Signal wires on met2:
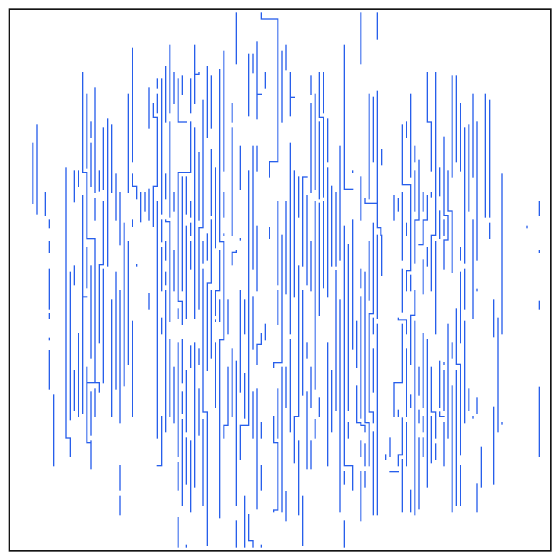
Cell sizes after repair:
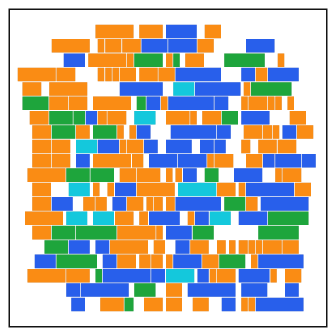
`src/rtl/bcd_pkg.sv`:
```
// Shared types and sizing helpers for the sequential binary-to-BCD converter.
package bcd_pkg;

    typedef enum logic [1:0] {IDLE, SHIFT, DONE} conv_state_t;

    localparam int BCD_DIGIT_W = 4;

    // Decimal digits needed for a WIDTH-bit unsigned value: ceil(w * log10(2)).
    // 30103/100000 approximates log10(2) closely enough for any w up to 32.
    function automatic int digits_for_width(input int w);
        return (w * 30103 + 99999) / 100000;
    endfunction

endpackage

```
`src/rtl/bcd_add3_digit.sv`:
```
// One double-dabble correction cell: adds 3 (mod 16) to a BCD digit of 5 or more.
// Purely combinational, zero latency, no flow control.
module bcd_add3_digit
    import bcd_pkg::*;
(
    input  logic [BCD_DIGIT_W-1:0] digit,
    output logic [BCD_DIGIT_W-1:0] adjusted
);

    always_comb begin
        adjusted = digit;
        if (digit >= 4'd5) begin
            adjusted = digit + 4'd3;
        end
    end

endmodule

```
`src/rtl/bin_to_bcd_seq.sv`:
```
// Sequential shift-and-add-3 binary-to-BCD converter, one input bit per cycle.
// Result valid WIDTH cycles after acceptance; holds in DONE until out_ready, accepts only in IDLE.
module bin_to_bcd_seq
    import bcd_pkg::*;
#(
    parameter int WIDTH  = 8,
    parameter int DIGITS = 3
) (
    input  logic                          clk,
    input  logic                          rst,
    input  logic                          in_valid,
    output logic                          in_ready,
    input  logic [WIDTH-1:0]              bin_in,
    output logic                          out_valid,
    input  logic                          out_ready,
    output logic [BCD_DIGIT_W*DIGITS-1:0] bcd_out,
    output logic                          busy
);

    localparam int BCD_W = BCD_DIGIT_W * DIGITS;
    localparam int CNT_W = $clog2(WIDTH);
    localparam logic [CNT_W-1:0] CNT_LAST = CNT_W'(WIDTH - 1);

    generate
        if (WIDTH < 4 || WIDTH > 32) begin : g_width_chk
            $error("bin_to_bcd_seq: WIDTH %0d outside 4..32", WIDTH);
        end
        if (DIGITS < digits_for_width(WIDTH)) begin : g_digits_chk
            $error("bin_to_bcd_seq: DIGITS %0d too small for WIDTH %0d (need %0d)",
                   DIGITS, WIDTH, digits_for_width(WIDTH));
        end
    endgenerate

    conv_state_t      state;
    conv_state_t      state_next;
    logic [WIDTH-1:0] bin_sr;
    logic [BCD_W-1:0] bcd_sr;
    logic [BCD_W-1:0] bcd_adj;
    logic [CNT_W-1:0] cnt;
    logic             unused_adj_msb;

    genvar d;
    generate
        for (d = 0; d < DIGITS; d++) begin : g_digit
            bcd_add3_digit u_add3 (
                .digit    (bcd_sr [d*BCD_DIGIT_W +: BCD_DIGIT_W]),
                .adjusted (bcd_adj[d*BCD_DIGIT_W +: BCD_DIGIT_W])
            );
        end
    endgenerate

    // The digit-count check guarantees this bit is zero whenever it would be shifted out.
    assign unused_adj_msb = bcd_adj[BCD_W-1];

    always_ff @(posedge clk) begin
        if (rst) begin
            state <= IDLE;
        end else begin
            state <= state_next;
        end
    end

    always_comb begin
        state_next = state;
        in_ready   = 1'b0;
        out_valid  = 1'b0;
        busy       = 1'b0;
        case (state)
            IDLE: begin
                in_ready = 1'b1;
                if (in_valid) begin
                    state_next = SHIFT;
                end
            end
            SHIFT: begin
                busy = 1'b1;
                if (cnt == '0) begin
                    state_next = DONE;
                end
            end
            DONE: begin
                busy      = 1'b1;
                out_valid = 1'b1;
                if (out_ready) begin
                    state_next = IDLE;
                end
            end
            default: state_next = IDLE;
        endcase
    end

    // Corrected digits and binary word shift as one {bcd, bin} register.
    always_ff @(posedge clk) begin
        if (rst) begin
            bin_sr <= '0;
            bcd_sr <= '0;
            cnt    <= '0;
        end else begin
            case (state)
                IDLE: begin
                    if (in_valid) begin
                        bin_sr <= bin_in;
                        bcd_sr <= '0;
                        cnt    <= CNT_LAST;
                    end
                end
                SHIFT: begin
                    bcd_sr <= {bcd_adj[BCD_W-2:0], bin_sr[WIDTH-1]};
                    bin_sr <= {bin_sr[WIDTH-2:0], 1'b0};
                    if (cnt != '0) begin
                        cnt <= cnt - CNT_W'(1);
                    end
                end
                default: ;
            endcase
        end
    end

    assign bcd_out = bcd_sr;

endmodule

```
`config.mk`:
```
export PLATFORM = sky130hd
export DESIGN_NAME = bin_to_bcd_seq
export DESIGN_NICKNAME = d
export VERILOG_FILES = /design/src/rtl/bcd_pkg.sv /design/src/rtl/bcd_add3_digit.sv /design/src/rtl/bin_to_bcd_seq.sv
export SDC_FILE = /design/constraint.sdc
export NUM_CORES = 1
export LEC_CHECK = 0
export CORE_UTILIZATION = 47
export DETAILED_ROUTE_END_ITERATION = 7
export GPL_TIMING_DRIVEN = 0
export PLACE_DENSITY = 0.86
export SKIP_LAST_GASP = 1
export SLEW_MARGIN = 20
export SYNTH_ARGS = -nofsm -noshare
export SYNTH_HDL_FRONTEND = slang
export SYNTH_HIERARCHICAL = 1
export SYNTH_SLANG_ARGS = --single-unit
```
`constraint.sdc`:
```
create_clock -name clk -period 1.7 [get_ports clk]
set_clock_uncertainty 0.15 [all_clocks]
set_input_delay 0.17 -clock clk [delete_from_list [all_inputs] [get_ports clk]]
set_output_delay 0.17 -clock clk [all_outputs]
set_load 0.05 [all_outputs]
```
==> highlights.md <==
- finished, violations left — run status
- negative setup slack — violations in the final reports
- flip-flop — kind of capture point of the worst setup path
- built — CTS tree
- met2 — peak-usage layer in the global routing report
- 0.00144 W — Switching Power
- 61.8% — normalized max-slew margin
- 21.9% — met1 GRT Util
- -1060 ps — final total negative setup slack
- 340 ps — clock latency at the later pin of the worst-skew pair
- -139 ps — Placement Setup Slack
- reg2reg — startpoint-to-endpoint class of the critical path
- 3 — worst-path maximum fanout
- 0.000819 W — sequential logic power
- 150 ps — clock-pin slew of the registers on the worst-case setup and hold paths
- 3580 um2 — Die Outline Area
- 0 — number of hold buffers added after CTS
- 1.09 mV — Max VDD drop
- clkbuf_4 — clock root buffer master
- 21.9% — aggregate global-route resource usage
- 33 — number of gates given a new drive strength after cts
- 9.30 um2 — syn avg cell area
- 10 — post-CTS repair timing setup buffer count
- 44.2% — fraction of power spent switching nets
- buf_4 — most common cell after layout, fill and taps aside
- 573 ps — measured slew at the worst slew-check pin
- 35 — number of warnings in the stage logs
- 17 — total setup violations reported at the end of the flow
- 2 — number of buffer and inverter instances along the worst setup path
- 25 — quantity of I/O buffers inserted on ports
- combinational gates — Area-dominant class
- 17.0 um — average detailed-routed wire length per instance
- 1200 um2 — Logic area
- 0 — count of final max-slew check failures
- 9.0% — clock share of power
- 25 — Sink Count
- 1.23% — clock tree cell share of total cell area
- 169 — synthesized instance count
- 238 — DP Cell Count
- -132 ps — Final Worst Setup Slack
- 0 — Max Cap Viol
- 5.67 — average vias per placed instance
- 0.00182 W — Int Power
- 4.76% — global-route track usage on met3
- 2350 um2 — final cell area excluding filler cells
- 50.6% — core utilization before placement
- 1428 — number of global-route vias before repair
- 3 — total clock buffers created by CTS
- 1380 nW/um2 — power density over the cells
- dfxtp_4 — library cell contributing the largest single delay on the critical path
-- 'signal wires on met2' (at the start) --
- share of all routed wire: 57%
- longest straight run: 29.9 um
- nets with wire on the layer: 219

-- 'cell sizes after repair' (at the start) --
- orange: _0 and _1 cells (cells 121; share 56%; most used nor2_1)
- green: _2 cells (cells 26; share 12%; most used a211oi_2)
- cyan: _6 and larger (cells 9; share 4.1%; most used buf_6)
- blue: _3 and _4 cells (cells 61; share 28%; most used buf_4)

path summary, 6_finish.rpt:
| kind | start | endpoint | slack (ps) | depth (start not counted) |
|---|---|---|---|---|
| max | bcd_out[1] | bcd_out[4] | -130 | 7 |
| max reg2reg | bcd_out[1] | bcd_out[4] | -130 | 7 |
| min reg2reg | bin_sr[0] | bin_sr[0] | 330 | 2 |
| min | rst | cnt[2] | 50 | 2 |
metal layers:
layer / wire [um] / vias to the layer above
met5: 0 / -
met4: 52 / 0
met1: 1680 / 719
met2: 2510 / 46
li1: - / 706
met3: 184 / 10
state kept, by name (all words and copies together) (netlist names):
register / cells
bcd_out: 12
state: 2
bin_sr: 8
cnt: 3
Power is estimated from default activity; no workload was simulated.
